Run 1, placement view:
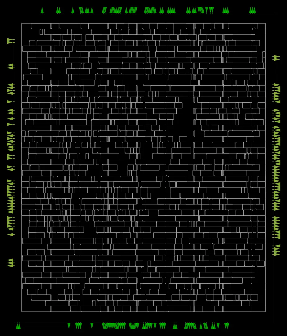
Run 1, signal wires on met4:
Supply wires on this layer in gray.
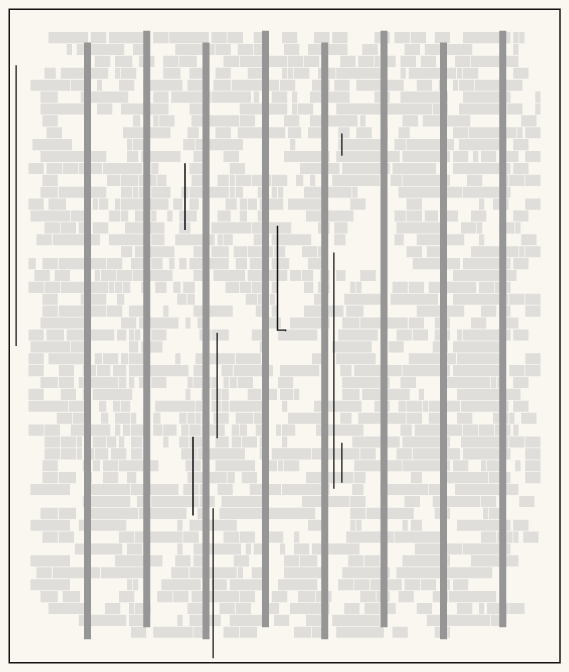
Run 1, cell sizes after repair:
Scale bar: 50 um.
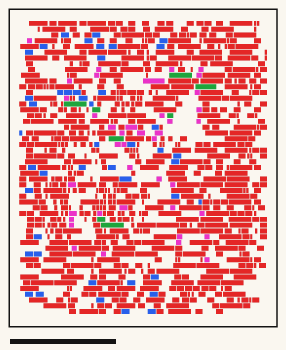
Run 1, wiring by layer:
Scale bar: 50 um.
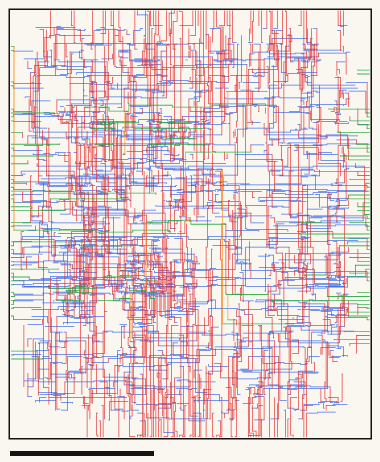
===== config.mk =====
export PLATFORM = sky130hd
export DESIGN_NAME = instr_fetch_ctrl
export DESIGN_NICKNAME = d
export VERILOG_FILES = /design/src/rtl/fetch_pkg.sv /design/src/rtl/fetch_fifo.sv /design/src/rtl/instr_fetch_ctrl.sv
export SDC_FILE = /design/constraint.sdc
export NUM_CORES = 1
export LEC_CHECK = 0
export CORE_ASPECT_RATIO = 1.2
export CORE_MARGIN = 4
export CORE_UTILIZATION = 50
export CTS_BUF_LIST = sky130_fd_sc_hd__clkbuf_4
export CTS_CLUSTER_SIZE = 10
export DETAILED_ROUTE_END_ITERATION = 10
export PLACE_DENSITY_LB_ADDON = 0.05
export SLEW_MARGIN = 20
export SYNTH_ARGS = -nofsm -noshare
export SYNTH_HDL_FRONTEND = slang
export SYNTH_SLANG_ARGS = --single-unit

===== constraint.sdc =====
create_clock -name clk -period 5.5 [get_ports clk]
set_clock_uncertainty 0.2 [all_clocks]
set_input_delay 1.65 -clock clk [delete_from_list [all_inputs] [get_ports clk]]
set_output_delay 1.65 -clock clk [all_outputs]
set_load 0.005 [all_outputs]

===== src/rtl/fetch_pkg.sv =====
// Shared types for the instruction fetch front end: FSM states and the
// {pc, instr} entry carried through the fetch buffer.
package fetch_pkg;

    localparam int INSTR_BYTES = 4;

    typedef enum logic [1:0] {
        IDLE  = 2'd0,
        FETCH = 2'd1,
        FAULT = 2'd2
    } fetch_state_e;

    typedef struct packed {
        logic [31:0] pc;
        logic [31:0] instr;
    } fetch_entry_t;

endpackage


===== src/rtl/fetch_fifo.sv =====
// Circular fetch buffer with flush. A push into a full buffer is accepted
// when a pop happens on the same edge.
module fetch_fifo #(
    parameter int  DEPTH   = 2,
    parameter type entry_t = logic [63:0]
) (
    input  logic   clk,
    input  logic   rst_n,
    input  logic   push_i,
    input  entry_t data_i,
    input  logic   pop_i,
    input  logic   flush_i,
    output entry_t head_o,
    output logic   full_o,
    output logic   empty_o
);

    localparam int AW = (DEPTH > 1) ? $clog2(DEPTH) : 1;

    entry_t          mem_q [DEPTH];
    logic [AW-1:0]   wr_ptr_q, rd_ptr_q;
    logic [AW:0]     count_q, count_d;
    logic            do_push, do_pop;

    assign empty_o = (count_q == '0);
    assign full_o  = (count_q == (AW+1)'(DEPTH));
    assign do_pop  = pop_i && !empty_o;
    assign do_push = push_i && (!full_o || do_pop);
    // Empty head reads as zero so the decode side never sees stale data.
    assign head_o  = empty_o ? '0 : mem_q[rd_ptr_q];

    always_comb begin
        count_d = count_q;
        if (do_push && !do_pop)
            count_d = count_q + 1'b1;
        else if (do_pop && !do_push)
            count_d = count_q - 1'b1;
    end

    always_ff @(posedge clk or negedge rst_n) begin
        if (!rst_n) begin
            wr_ptr_q <= '0;
            rd_ptr_q <= '0;
            count_q  <= '0;
        end else if (flush_i) begin
            wr_ptr_q <= '0;
            rd_ptr_q <= '0;
            count_q  <= '0;
        end else begin
            if (do_push)
                wr_ptr_q <= wr_ptr_q + 1'b1;
            if (do_pop)
                rd_ptr_q <= rd_ptr_q + 1'b1;
            count_q <= count_d;
        end
    end

    always_ff @(posedge clk) begin
        if (do_push && !flush_i)
            mem_q[wr_ptr_q] <= data_i;
    end

endmodule


===== src/rtl/instr_fetch_ctrl.sv =====
// Fetch sequencer: owns the fetch PC, reads the zero-latency ROM and queues
// {pc, instr} pairs for decode; traps reads of unmapped ROM words.
module instr_fetch_ctrl
    import fetch_pkg::*;
#(
    parameter logic [31:0] RESET_PC      = 32'h0000_0000,
    parameter int          FIFO_DEPTH    = 2,
    parameter logic [31:0] UNMAPPED_WORD = 32'hAAAA_AAAA
) (
    input  logic        clk,
    input  logic        rst_n,
    input  logic        en_i,
    input  logic        redirect_i,
    input  logic [31:0] redirect_pc_i,
    output logic [31:0] rom_addr_o,
    input  logic [31:0] rom_instr_i,
    output logic [31:0] instr_o,
    output logic [31:0] pc_o,
    output logic        valid_o,
    input  logic        ready_i,
    output logic        fault_o,
    output logic [31:0] fault_pc_o,
    input  logic        fault_clr_i
);

    fetch_state_e  state_q;
    logic [31:0]   fetch_pc_q, fetch_pc_d;
    logic          fault_q;
    logic [31:0]   fault_pc_q;

    fetch_entry_t  head, push_entry;
    logic          fifo_full, fifo_empty;
    logic          pop, space, attempt, unmapped, push;

    assign rom_addr_o = fetch_pc_q;
    assign fetch_pc_d = fetch_pc_q + 32'(INSTR_BYTES);

    assign valid_o    = !fifo_empty;
    assign instr_o    = head.instr;
    assign pc_o       = head.pc;
    assign fault_o    = fault_q;
    assign fault_pc_o = fault_pc_q;

    assign pop      = valid_o && ready_i;
    assign space    = !fifo_full || pop;
    // Redirect and fault clear both pre-empt the fetch action on this edge.
    assign attempt  = (state_q == FETCH) && en_i && !redirect_i && !fault_clr_i && space;
    assign unmapped = (rom_instr_i == UNMAPPED_WORD);
    assign push     = attempt && !unmapped;

    assign push_entry = '{pc: fetch_pc_q, instr: rom_instr_i};

    fetch_fifo #(
        .DEPTH   (FIFO_DEPTH),
        .entry_t (fetch_entry_t)
    ) u_fifo (
        .clk     (clk),
        .rst_n   (rst_n),
        .push_i  (push),
        .data_i  (push_entry),
        .pop_i   (pop),
        .flush_i (redirect_i),
        .head_o  (head),
        .full_o  (fifo_full),
        .empty_o (fifo_empty)
    );

    always_ff @(posedge clk or negedge rst_n) begin
        if (!rst_n) begin
            state_q    <= IDLE;
            fetch_pc_q <= RESET_PC;
            fault_q    <= 1'b0;
            fault_pc_q <= '0;
        end else if (redirect_i) begin
            fetch_pc_q <= {redirect_pc_i[31:2], 2'b00};
            if (fault_clr_i) begin
                fault_q <= 1'b0;
                state_q <= IDLE;
            end
        end else if (fault_clr_i) begin
            fault_q <= 1'b0;
            state_q <= IDLE;
        end else begin
            unique case (state_q)
                IDLE: begin
                    if (en_i)
                        state_q <= FETCH;
                end
                FETCH: begin
                    if (!en_i) begin
                        state_q <= IDLE;
                    end else if (attempt) begin
                        if (unmapped) begin
                            fault_q    <= 1'b1;
                            fault_pc_q <= fetch_pc_q;
                            state_q    <= FAULT;
                        end else begin
                            fetch_pc_q <= fetch_pc_d;
                        end
                    end
                end
                FAULT: ;
                default: state_q <= IDLE;
            endcase
        end
    end

endmodule


==> qor_table.md, run 1 <==
| Metric | Value |
|---|---|
| Cell-by-cell trace of the critical path | nor2_4 > buf_4 > nor2_1 > clkdlybuf4s50_1 |
| Global-route wire length before repair | 30,500 um |
| Dpl ws | 0.943 ns |
| Maximum level of the CTS H-tree | 4 |
| Top cells by count, synth | edfxtp_1 (124), mux2i_1 (78), nor2_1 (78) |
| Cell type of the slowest stage on the worst timing path | buf_4 |
| Hold wc startpoint | fault_o$_DFFE_PN0P_ |
| Amount of wire on met3 after detailed routing | 1170 um |
| Buffers from clock root to sink, at most | 2 |
| Length of routed met2 wiring | 9900 um |
| Die height | 149 um |
| Non-Filler Cell Area, Final | 0.0107 mm^2 |
| Antenna violations before repair | 1 |
| Internal Pwr Total | 2.01 mW |
| Instance count on the critical path | 4 |
| Static leakage | 3.76 nW |
| Max-capacitance violation count | 0 |
| Crit Path Max Fanout | 44 |
| Pre-placement core utilization | 51.0% |
| Combinational fraction of design power | 7.5% |
| HPWL after DPL | 12,700 um |
| RD Place Congestion | 0.781 |
| Worst hold margin | 0.311 ns |
| Gate count after technology mapping | 605 |
| Clock buffers and inverters, area share | 2.90% |
| Non-Clock Buffer Area Fraction | 18.7% |
| Cell type with the highest aggregate area in the netlist | edfxtp_1 |
| Register-to-register setup slack | 2.80 ns |
| Width of the die | 126 um |
| Crit path max-delay family | buffers and inverters |
| Top-level port count | 200 |
| Min cycle time layout | 4.50 ns |
| Path category of the worst min-delay check | reg -> reg |
| Ant. Diodes | 1 |
| Most frequent logic cell in the layout | clkdlybuf4s50_1 |
| Latency at later pin | 0.56 ns |
| Launch point of the critical path | u_fifo.count_q[0]$_DFFE_PN0P_ |
| Combinational gate area | 0.00266 mm^2 |
| Total global-route track usage | 20.7% |
| Count of instances resized after the clock tree is built | 0 |
| Count leader, synth | edfxtp_1 |
| Routing layer with the top usage in global route | met2 |
| Largest register by flop count | u_fifo.mem_q |
| Switching part of the total | 23.0% |
| Final hold violation count | 0 |
| Launch point of the worst reg-to-reg path | u_fifo.count_q[1]$_DFFE_PN0P_ |
| Final instance count without filler cells | 1,014 |
| Max_slew headroom | 39.5% |
| XOR/XNOR Area Share | 0.528% |
| Buffer cell driving the clock tree root | clkbuf_4 |
| Maximum resistive drop on vdd | 139 uV |
| Worst Setup Start Kind | flip-flop |
| Mux share | 14.2% |
| Number of different library cells in the post-synthesis netlist | 54 |
| Area of the die | 0.0187 mm^2 |
| Required time of the critical path | 3.65 ns |
| Final setup viols | 0 |
| Post-detailed-routing wire length | 19,300 um |
| Top cell type's share of synthesized area | 44.9% |
| Largest non-sequential cell family by area | multiplexers |
| Yosys stat area | 0.00830 mm^2 |
| Ratio of cells with drive above 1 in the final layout | 11.6% |
| Via count | 5,522 |
| Number of cells on the worst reg-to-reg path | 6 |
| Capturing instance or port of the critical path | pc_o[27] |
| Cell class ranked first by area | sequential cells |
| CTS tree | yes |
| Final max-slew violation count | 0 |
| Power in combinational cells | 0.196 mW |
| Average cell area after synthesis | 13.7 um^2 |
| Number of buffers created by CTS | 17 |
| Leading register cell type out of synthesis | edfxtp_1 |
| Maximum number of pins on one net before global-route repair | 68 |
| Met3 Resource Use GR | 4.48% |
| Fraction of registers with async set or reset after synthesis | 35.1% |
| Number of register bits inferred by synthesis | 191 |
| Topmost layer with routed signal wires | met4 |
| # clk buffers | 20 |
| Worst setup EP type | output pin |
| Multi-input gate share of the layout cell area | 24.9% |
| Number of enable-type register cells in the synthesized netlist | 124 |
| Most area-consuming cells after synthesis | edfxtp_1 (45%), dfrtp_1 (20%), mux2i_1 (9.4%) |
| Outcome | complete, no violations |
| Final layout net count | 859 |
| Sequential cell area | 0.00540 mm^2 |
| Count of inverters other than clock inverters in the layout | 10 |
-- 'placement view' (at the start) --
standard cell core area: 0.0163 mm^2
fillers: 1,258
tap cell count: 212
fraction of standard cell area that is sequential: 50.6%
number of flip-flops and latches: 191

-- 'signal wires on met4' (at the start) --
main direction	vertical
share of all routed wire	1.3%
wire length on this layer	247 um
longest straight run	63.9 um
nets with wire on the layer	4

-- 'cell sizes after repair' (at the start) --
color	size	cells	share	most used
blue	drive 2	45	5.6%	mux2_2
magenta	drive 3 to 4	40	5.0%	clkbuf_4
green	drive 6 and up	8	1.0%	bufinv_16
red	drive 1 or less	708	88%	clkdlybuf4s50_1

-- 'wiring by layer' (at the start) --
color	layer	wire length
blue	met1	7,960 um
orange	met4	247 um
green	met3	1,180 um
red	met2	9,900 um

Run 1, signal wires on met3:
Scale bar: 50 um.
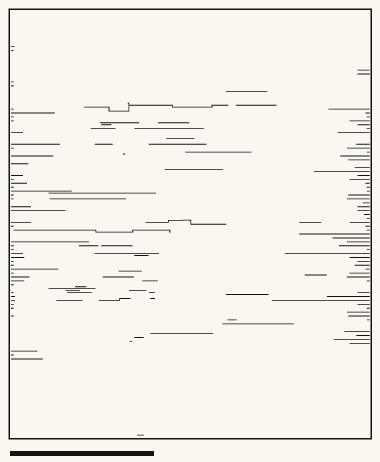

--- run 2 (diff from run 1) ---
==> constraint.sdc (replaced) <==
create_clock -name clk -period 4.7 [get_ports clk]
set_clock_uncertainty 0.2 [all_clocks]
set_input_delay 1.41 -clock clk [delete_from_list [all_inputs] [get_ports clk]]
set_output_delay 1.41 -clock clk [all_outputs]
set_load 0.005 [all_outputs]
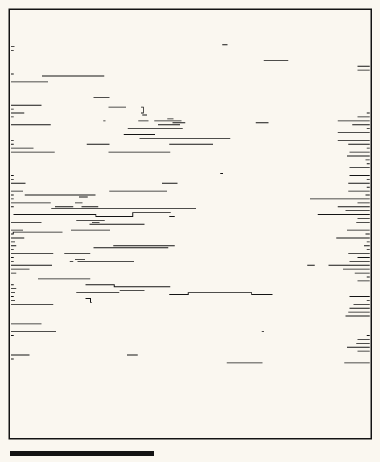
Run 2: signal wires on met3
Scale bar: 50 um.
wire length on this layer	1,150 um
share of all routed wire	5.9%
main direction	horizontal

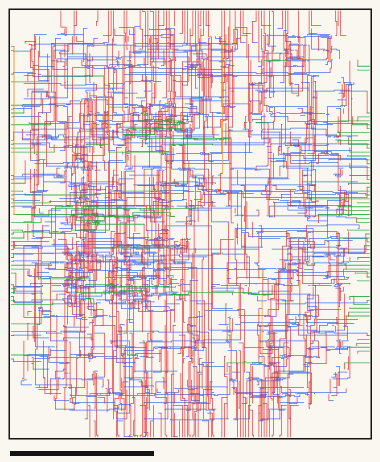
Run 2: wiring by layer
Scale bar: 50 um.
color	layer	wire length
green	met3	1,150 um
red	met2	10,100 um
blue	met1	8,040 um
orange	met4	238 um

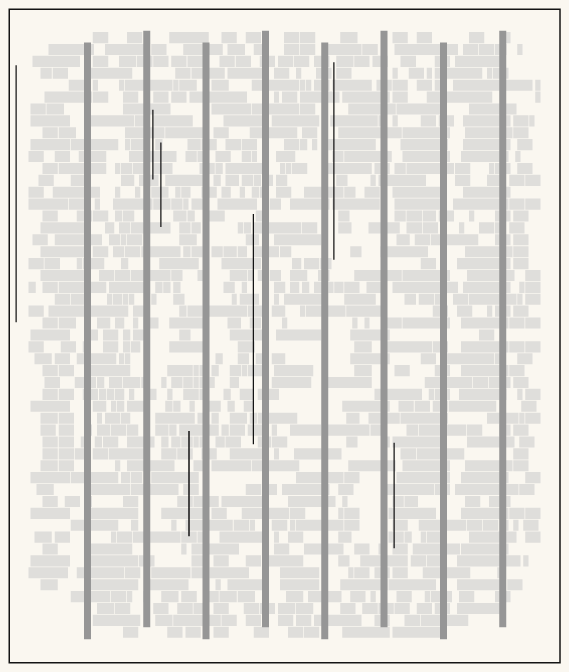
Run 2: signal wires on met4
Supply wires on this layer in gray.
wire length on this layer	238 um
longest straight run	58.5 um
nets with wire on the layer	4
share of all routed wire	1.2%
main direction	vertical

==> run 2 against run 1 <==
Compared with the run above: clock power is 16% higher; non-clock buffer count grew 6; critical endpoint is now instr_o[29]; highest routed layer unchanged; via count rose by 1.3%.
==> qor_table.md, run 2 <==
| Metric | Value |
|---|---|
| Outcome | complete, no violations |
| Yosys stat area | 0.00830 mm^2 |
| Register-to-register setup slack | 1.90 ns |
| Topmost layer with routed signal wires | met4 |
| Global-route wire length before repair | 30,800 um |
| Count of instances resized after the clock tree is built | 0 |
| Most area-consuming cells after synthesis | edfxtp_1 (45%), dfrtp_1 (20%), mux2i_1 (9.4%) |
| Instance count on the critical path | 4 |
| Cell type of the slowest stage on the worst timing path | dfrtp_4 |
| Final instance count without filler cells | 1,020 |
| Combinational fraction of design power | 7.5% |
| Length of routed met2 wiring | 10,100 um |
| Final setup viols | 0 |
| Count of inverters other than clock inverters in the layout | 10 |
| Min cycle time layout | 4.22 ns |
| CTS tree | yes |
| Buffer cell driving the clock tree root | clkbuf_4 |
| Total global-route track usage | 20.9% |
| Maximum number of pins on one net before global-route repair | 68 |
| Max-capacitance violation count | 0 |
| Leading register cell type out of synthesis | edfxtp_1 |
| Fillers | 1,275 |
| # clk buffers | 17 |
| Number of buffers created by CTS | 17 |
| HPWL after DPL | 13,200 um |
| Buffers from clock root to sink, at most | 2 |
| Width of the die | 126 um |
| Combinational gate area | 0.00266 mm^2 |
| Area of the die | 0.0187 mm^2 |
| Final hold violation count | 0 |
| Sequential cell area | 0.00540 mm^2 |
| Largest non-sequential cell family by area | multiplexers |
| Mux share | 14.2% |
| Number of cells on the worst reg-to-reg path | 5 |
| Post-detailed-routing wire length | 19,500 um |
| Worst setup EP type | output pin |
| Crit Path Max Fanout | 45 |
| XOR/XNOR Area Share | 0.528% |
| Internal Pwr Total | 2.30 mW |
| Non-Filler Cell Area, Final | 0.0107 mm^2 |
| Switching part of the total | 24.7% |
| Clock buffers and inverters, area share | 2.83% |
| Top-level port count | 200 |
| Routing layer with the top usage in global route | met2 |
| Number of enable-type register cells in the synthesized netlist | 124 |
| Power in combinational cells | 0.229 mW |
| Max_slew headroom | 40.4% |
| Number of different library cells in the post-synthesis netlist | 54 |
| Top cell type's share of synthesized area | 44.9% |
| Worst Setup Start Kind | flip-flop |
| Amount of wire on met3 after detailed routing | 1150 um |
| Final layout net count | 865 |
| Launch point of the worst reg-to-reg path | u_fifo.count_q[1]$_DFFE_PN0P_ |
| Dpl ws | 0.373 ns |
| Worst hold margin | 0.312 ns |
| Cell class ranked first by area | sequential cells |
| Maximum resistive drop on vdd | 182 uV |
| Met3 Resource Use GR | 4.80% |
| Standard cell core area | 0.0163 mm^2 |
| Number of flip-flops and latches | 191 |
| Die height | 149 um |
| Antenna violations before repair | 1 |
| Capturing instance or port of the critical path | instr_o[29] |
| Multi-input gate share of the layout cell area | 24.7% |
| Required time of the critical path | 3.09 ns |
| Launch point of the critical path | u_fifo.rd_ptr_q$_DFFE_PN0P_ |
| Number of register bits inferred by synthesis | 191 |
--- run 3 (diff from run 2) ---
--- a/config.mk
+++ b/config.mk
@@ -9,10 +9,10 @@
 export CORE_MARGIN = 4
 export CORE_UTILIZATION = 50
 export CTS_BUF_LIST = sky130_fd_sc_hd__clkbuf_4
-export CTS_CLUSTER_SIZE = 10
+export CTS_CLUSTER_DIAMETER = 100
+export CTS_CLUSTER_SIZE = 16
 export DETAILED_ROUTE_END_ITERATION = 10
 export PLACE_DENSITY_LB_ADDON = 0.05
-export SLEW_MARGIN = 20
 export SYNTH_ARGS = -nofsm -noshare
 export SYNTH_HDL_FRONTEND = slang
 export SYNTH_SLANG_ARGS = --single-unit
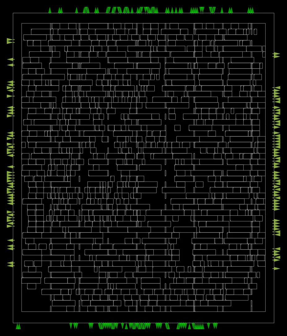
Run 3: placement view
final instance count without filler cells: 1,020
fraction of standard cell area that is sequential: 50.3%
final core area utilization: 66.0%

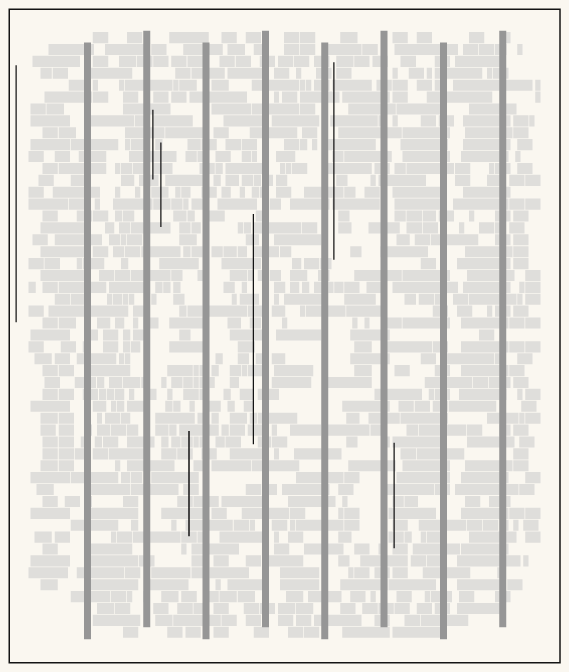
Run 3: signal wires on met4
Supply wires on this layer in gray.
main direction	vertical
wire length on this layer	238 um
nets with wire on the layer	4

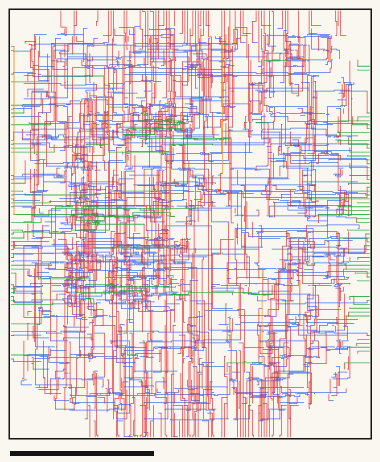
Run 3: wiring by layer
Scale bar: 50 um.
color	layer	wire length
blue	met1	8,040 um
green	met3	1,150 um
orange	met4	238 um
red	met2	10,100 um

==> run 3 against run 2 <==
Compared with the run above: synthesized cell count did not move; sequential cell count did not move; design area did not move; critical endpoint unchanged; highest routed layer unchanged.
==> qor_table.md, run 3 <==
| Metric | Value |
|---|---|
| Outcome | complete, no violations |
| Worst Setup Start Kind | flip-flop |
| Die height | 149 um |
| Most frequent logic cell in the layout | clkdlybuf4s50_1 |
| Gate count after technology mapping | 605 |
| Post-detailed-routing wire length | 19,500 um |
| Required time of the critical path | 3.09 ns |
| Clock buffers and inverters, area share | 2.83% |
| Length of routed met2 wiring | 10,100 um |
| Crit Path Max Fanout | 45 |
| Routing layer with the top usage in global route | met2 |
| Crit path max-delay family | flip-flops |
| Top-level port count | 200 |
| Amount of wire on met3 after detailed routing | 1150 um |
| Internal Pwr Total | 2.30 mW |
| Number of cells on the worst reg-to-reg path | 5 |
| Final max-slew violation count | 0 |
| Static leakage | 3.80 nW |
| Dpl ws | 0.373 ns |
| Leading register cell type out of synthesis | edfxtp_1 |
| Cell type of the slowest stage on the worst timing path | dfrtp_4 |
| Antenna violations before repair | 1 |
| Sequential cell area | 0.00540 mm^2 |
| Combinational gate area | 0.00266 mm^2 |
| Most area-consuming cells after synthesis | edfxtp_1 (45%), dfrtp_1 (20%), mux2i_1 (9.4%) |
| Latency at later pin | 0.57 ns |
| Cell type with the highest aggregate area in the netlist | edfxtp_1 |
| Number of enable-type register cells in the synthesized netlist | 124 |
| Width of the die | 126 um |
| Max-capacitance violation count | 0 |
| Max_slew headroom | 40.4% |
| Number of flip-flops and latches | 191 |
| Tap cell count | 212 |
| Ratio of cells with drive above 1 in the final layout | 12.4% |
| Count of inverters other than clock inverters in the layout | 10 |
| Via count | 5,594 |
| Final hold violation count | 0 |
| Largest register by flop count | u_fifo.mem_q |
| Buffers from clock root to sink, at most | 2 |
| Maximum resistive drop on vdd | 182 uV |
| # clk buffers | 17 |
| Final layout net count | 865 |
| Multi-input gate share of the layout cell area | 24.7% |
| Yosys stat area | 0.00830 mm^2 |
| Final setup viols | 0 |
No activity file was given, so power comes from the tool's default toggle rates.
